### src/rtl/counter_driver.sv
// Command-driven sequencer for an external up/down counter: drives ENABLE/MODO/D
// for CMD_LEN cycles, then reports RCO activity and load-value mismatches.
module counter_driver #(
  parameter int unsigned WIDTH = 4,
  parameter int unsigned LEN_W = 8
) (
  input  logic             CLK,
  input  logic             RESET,
  input  logic             CMD_VALID,
  output logic             CMD_READY,
  input  logic [1:0]       CMD_MODE,
  input  logic [WIDTH-1:0] CMD_DATA,
  input  logic [LEN_W-1:0] CMD_LEN,
  output logic             ENABLE,
  output logic [1:0]       MODO,
  output logic [WIDTH-1:0] D,
  input  logic [WIDTH-1:0] Q,
  input  logic             RCO,
  input  logic             LOAD,
  output logic             BUSY,
  output logic             DONE,
  output logic [LEN_W-1:0] RCO_CNT,
  output logic             LOAD_ERR
);

  typedef enum logic [1:0] {IDLE, RUN, DRAIN, REPORT} state_t;

  state_t           state_q, state_d;
  logic [LEN_W-1:0] rem_q, rem_d;
  logic [1:0]       mode_d;
  logic [WIDTH-1:0] data_d;
  logic [LEN_W-1:0] rco_cnt_d;
  logic             load_err_d;
  logic             active;

  // State register
  always_ff @(posedge CLK) begin
    if (RESET) state_q <= IDLE;
    else       state_q <= state_d;
  end

  // Next-state, latched command fields and monitor accumulation
  always_comb begin
    state_d    = state_q;
    rem_d      = rem_q;
    mode_d     = MODO;
    data_d     = D;
    rco_cnt_d  = RCO_CNT;
    load_err_d = LOAD_ERR;
    active     = (state_q == RUN) || (state_q == DRAIN);

    if (active) begin
      if (RCO && (RCO_CNT != '1)) rco_cnt_d = RCO_CNT + LEN_W'(1);
      if (LOAD && (Q != D))       load_err_d = 1'b1;
    end

    case (state_q)
      IDLE: begin
        if (CMD_VALID) begin
          mode_d     = CMD_MODE;
          data_d     = CMD_DATA;
          rem_d      = CMD_LEN;
          rco_cnt_d  = '0;
          load_err_d = 1'b0;
          state_d    = (CMD_LEN != '0) ? RUN : REPORT;
        end
      end
      RUN: begin
        rem_d = rem_q - LEN_W'(1);
        if (rem_q == LEN_W'(1)) state_d = DRAIN;
      end
      DRAIN:   state_d = REPORT;
      REPORT:  state_d = IDLE;
      default: state_d = IDLE;
    endcase
  end

  // Outputs are registered from the next state so they line up with the state they describe
  always_ff @(posedge CLK) begin
    if (RESET) begin
      rem_q     <= '0;
      CMD_READY <= 1'b1;
      ENABLE    <= 1'b0;
      MODO      <= 2'b00;
      D         <= '0;
      BUSY      <= 1'b0;
      DONE      <= 1'b0;
      RCO_CNT   <= '0;
      LOAD_ERR  <= 1'b0;
    end else begin
      rem_q     <= rem_d;
      CMD_READY <= (state_d == IDLE);
      ENABLE    <= (state_d == RUN);
      MODO      <= mode_d;
      D         <= data_d;
      BUSY      <= (state_d != IDLE);
      DONE      <= (state_d == REPORT);
      RCO_CNT   <= rco_cnt_d;
      LOAD_ERR  <= load_err_d;
    end
  end

endmodule

### config.mk
export PLATFORM = sky130hd
export DESIGN_NAME = counter_driver
export DESIGN_NICKNAME = d
export VERILOG_FILES = /design/src/rtl/counter_driver.sv
export SDC_FILE = /design/constraint.sdc
export NUM_CORES = 1
export LEC_CHECK = 0
export ABC_AREA = 1
export CAP_MARGIN = 15
export CORE_MARGIN = 8
export CORE_UTILIZATION = 50
export CTS_CLUSTER_SIZE = 25
export DETAILED_ROUTE_END_ITERATION = 10
export PLACE_DENSITY = 0.86
export SYNTH_ARGS = -nofsm -noshare
export SYNTH_HDL_FRONTEND = slang
export SYNTH_SLANG_ARGS = --single-unit
### constraint.sdc
create_clock -name CLK -period 2.9 [get_ports CLK]
set_input_delay 0.435 -clock CLK [delete_from_list [all_inputs] [get_ports CLK]]
set_output_delay 0.435 -clock CLK [all_outputs]
set_load 0.02 [all_outputs]
==> impl_metrics.ini, run 1 <==
; flow metrics
[hold_path]
hold_class = register to register
min_to = LOAD_ERR

[finish]
nonClkBufAreaFrac = 0.197
fin_area_sq_um = 2080
fin_util = 0.687
nClkBuffers = 5
flops = 29
logic_gate_count = 160
layout_top_cells = 41 x nand2_1, 41 x clkdlybuf4s50_1, 33 x nor2_1
reg_top3 = RCO_CNT x8, rem_q x8, D x4
comb_share = 0.416
area_growth_pct = 32.0
inverters = 29
antenna_cells = 0
flop_area_sq_um = 581
final_nets = 295

[clocking]
path_clk_slew_ns = 0.09
postCtsSetupRepairBufs = 0
clock-sinks = 29
cts_hold_buffers = 0
cts_root_buf = clkbuf_4
cts_resized = 0

[synthesis]
top_area_frac = 0.368
xor_share = 0.0222
synthArstFlopShare = 0
avgSynthCellArea_sq_um = 7.13
fp_nets = 250
mux_share = 0
synth-simple-area-share = 0.331
ff_type = dfxtp_1
topCellsByArea = dfxtp_1 37%, nand2_1 9.8%, nor2_1 7.9%, inv_1 5.2%, a21oi_1 4.8%
ys_ff = 29
synthAoiAreaFrac = 0.148
synthCells = 221
synth_area_sq_um = 1580
edf_count = 0
adder_share = 0.0476
ys_chip_area_sq_um = 1580
yosysWarningCount = 0
most_common_cell = nand2_1

[route]
firstDrtPassIters = 5
wl_met2_um = 1780
drc = 0
viasPerCell = 4.91
wl_met3_um = 279
drt-initial-drc-count = 173

[global_route]
grt_use_met3 = 0.0537
grt_pass1_wl_um = 6250
grt_pass1_vias = 1412
use_met2 = 0.247
use_met1 = 0.170

[final_timing]
worst_pin_slew_ns = 0.407
final.setup_skew_ns = 0.0148
tns_ns = 0
fmax_mhz = 532
slew_headroom = 0.728
period_used_share = 0.648

[power]
power_density_nw_per_um2 = 455
seqPwrFrac = 0.476
peakVddDrop_mv = 0.259
pg_comb_mw = 0.255
power_clock_mw = 0.241
pg_seq_mw = 0.452

[floorplan]
dieArea_sq_um = 5210
die_x_um = 72.2
core_util_floorplan = 0.521
taps = 44

[placement]
globalplace.congestion = 0.865
place_inst = 303
dp_hpwl_um = 2950

[setup_path]
worstPathCellList = clkdlybuf4s50_1
crit_start = RCO_CNT[6]
cp.buffers_inverters = 1
reg2regPathDepth = 8
path_delay_family = buffers and inverters
reg2reg_slack_ns = 1.13
worst_path_max_delay_cell = clkdlybuf4s50_1
reg2reg_from = state_q[1]
worst_r2r_endpoint = CMD_READY
worst-setup-path-type = register to output pin

[status]
outcome = completed

[run]
warnings = 29
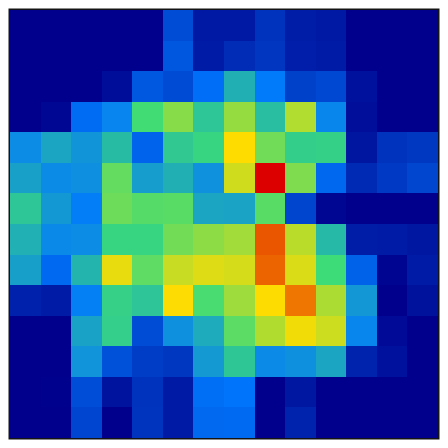
Run 1: wiring heat map
The die is cut into 14 by 14 equal tiles; dark blue is low, red is high, scaled to the fullest tile. Values are wire area over tile area, all layers added.
fullest tile: 0.48
densest ninth of the die: middle
mean over tiles: 0.12
routed length per instance: 12.1 um
GRT Total Usage: 0.151

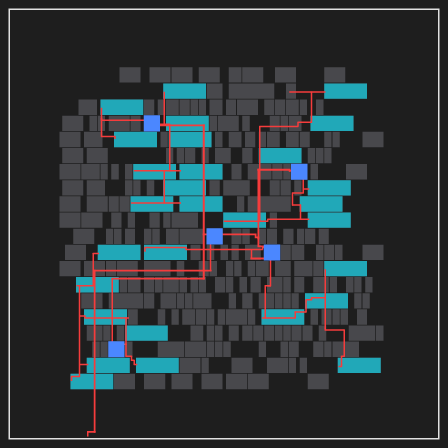
Run 1: clock network drawn from the DEF
legend:
  clock wires:
    colour: red
    length: 385 um
  clock drivers:
    colour: blue
    count: 5
  flip-flops:
    colour: cyan
    count: 29
routed clock nets: 6

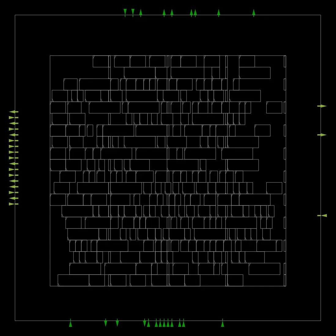
Run 1: cell placement
final std cells w/o fill: 311
Fill cells: 271
core area: 3030 sq um

Run 1, sequential cells coloured by netlist name:
The bar under the picture is 20 um long.
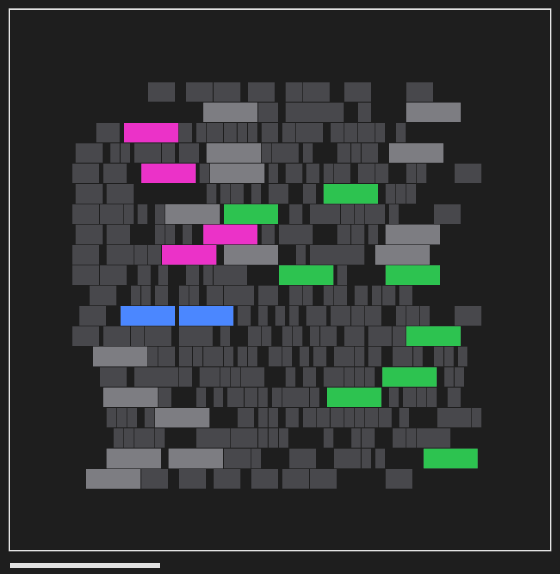

==> run 2, diff against run 1 <==
- CORE_UTILIZATION: 50 -> 43
- PLACE_DENSITY: 0.86 -> 0.79
- clock period: 2.9 -> 1.71 ns (I/O delays scaled with it)
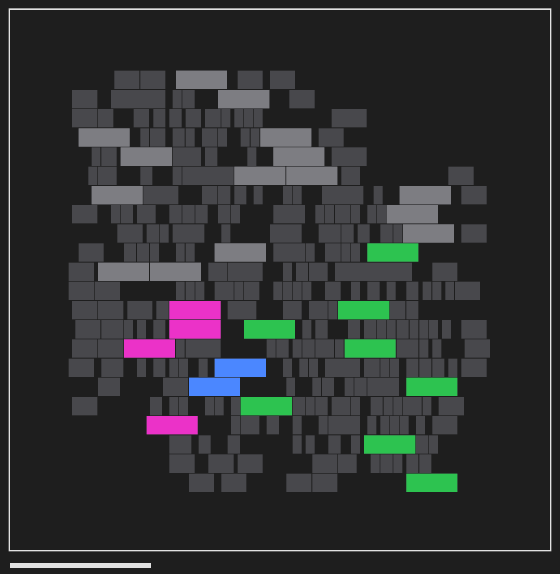
Run 2: sequential cells coloured by netlist name
The bar under the picture is 20 um long.
legend:
  MODO:
    colour: blue
    sequential_cells: 2
  rem_q:
    colour: green
    sequential_cells: 8
  D:
    colour: magenta
    sequential_cells: 4
Reg area: 581 sq um
Seq power: 0.764 mW
Seq area share: 0.266

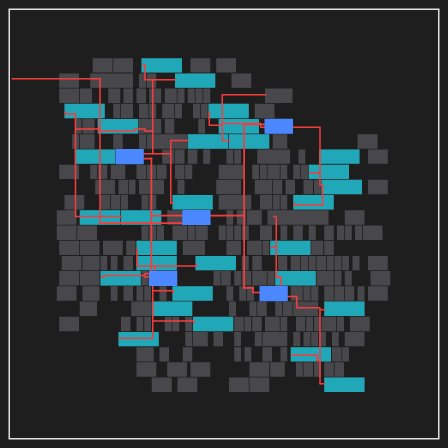
Run 2: clock network drawn from the DEF
legend:
  clock drivers:
    colour: blue
    count: 5
  clock wires:
    colour: red
    length: 396 um
  flip-flops:
    colour: cyan
    count: 29
routed clock nets: 6

==> impl_metrics.ini, run 2 <==
; flow metrics
[finish]
area_growth_pct = 38.3
antenna_cells = 0
comb_share = 0.397
nClkBuffers = 7
fin_area_sq_um = 2180
inverters = 29
fin_util = 0.605
layout_top_cells = 41 x nand2_1, 41 x clkdlybuf4s50_1, 33 x nor2_1
final_nets = 299
final_cells = 319
nonClkBufAreaFrac = 0.202
flops = 29
logic_gate_count = 160
fillers = 337
reg_top3 = RCO_CNT x8, rem_q x8, D x4

[global_route]
busiest_layer = met2
grt_overflow = 0
grt_use_met3 = 0.0531
use_met2 = 0.222
grt_pass1_wl_um = 6840
use_met1 = 0.155
grt_pass1_vias = 1580

[clocking]
path_clk_slew_ns = 0.07
clock-sinks = 29
cts-buffers-inserted = 5
cts_root_buf = clkbuf_8
postCtsSetupRepairBufs = 0
cts_hold_buffers = 0

[route]
viasPerCell = 4.87
drc = 0
wl_met3_um = 285
drtAntennaViolNets = 0
firstDrtPassIters = 4
wl_met2_um = 1690
drt-initial-drc-count = 103

[setup_path]
crit_start = RCO_CNT[6]
reg2reg_from = state_q[0]
worstPathCellList = clkdlybuf4s50_1
worst_path_max_delay_cell = clkdlybuf4s50_1
worst-setup-path-type = register to output pin
cp.buffers_inverters = 1
path_delay_family = buffers and inverters
reg2reg_slack_ns = 0.16
worst_r2r_endpoint = LOAD_ERR
reg2regPathDepth = 7

[synthesis]
avgSynthCellArea_sq_um = 7.13
xor_share = 0.0222
edf_count = 0
synthArstFlopShare = 0
most_common_cell = nand2_1
topCellsByArea = dfxtp_1 37%, nand2_1 9.8%, nor2_1 7.9%, inv_1 5.2%, a21oi_1 4.8%
yosysWarningCount = 0
ys_chip_area_sq_um = 1580
synthCells = 221
synthAoiAreaFrac = 0.148
top_area_frac = 0.368
ys_ff = 29
adder_share = 0.0476
synth_area_sq_um = 1580
mux_share = 0
topCombFamilyByArea = simple AND/OR/NAND/NOR gates
fp_nets = 250
ff_type = dfxtp_1

[floorplan]
die_x_um = 76.6
core_area_sq_um = 3610
dieArea_sq_um = 5860
core_util_floorplan = 0.437
taps = 48

[final_timing]
final.setup_skew_ns = 0.00736
period_used_share = 0.952
slew_headroom = 0.709
worst_pin_slew_ns = 0.436
tns_ns = 0
fmax_mhz = 615

[placement]
globalplace.congestion = 0.842
place_inst = 311
dp_hpwl_um = 2830

[power]
pg_comb_mw = 0.444
power_clock_mw = 0.731
peakVddDrop_mv = 0.547
power_density_nw_per_um2 = 889
seqPwrFrac = 0.394

[hold_path]
hold_class = register to register
min_to = LOAD_ERR

[run]
drv_cap = 0
warnings = 29

[status]
outcome = completed
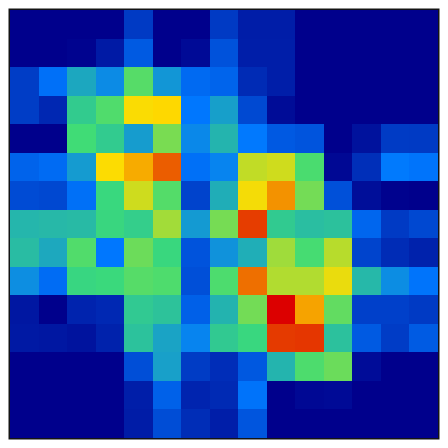
Run 2: wiring heat map
The die is cut into 15 by 15 equal tiles; dark blue is low, red is high, scaled to the fullest tile. Values are wire area over tile area, all layers added.
tiles over half the peak: 18%
nearly empty tiles: 28%
emptiest ninth of the die: top right
mean over tiles: 0.11
routed length per instance: 11.8 um
GRT Total Usage: 0.139
WL final: 3770 um

Power figures rest on the tool's default switching activity, not on a simulated workload.
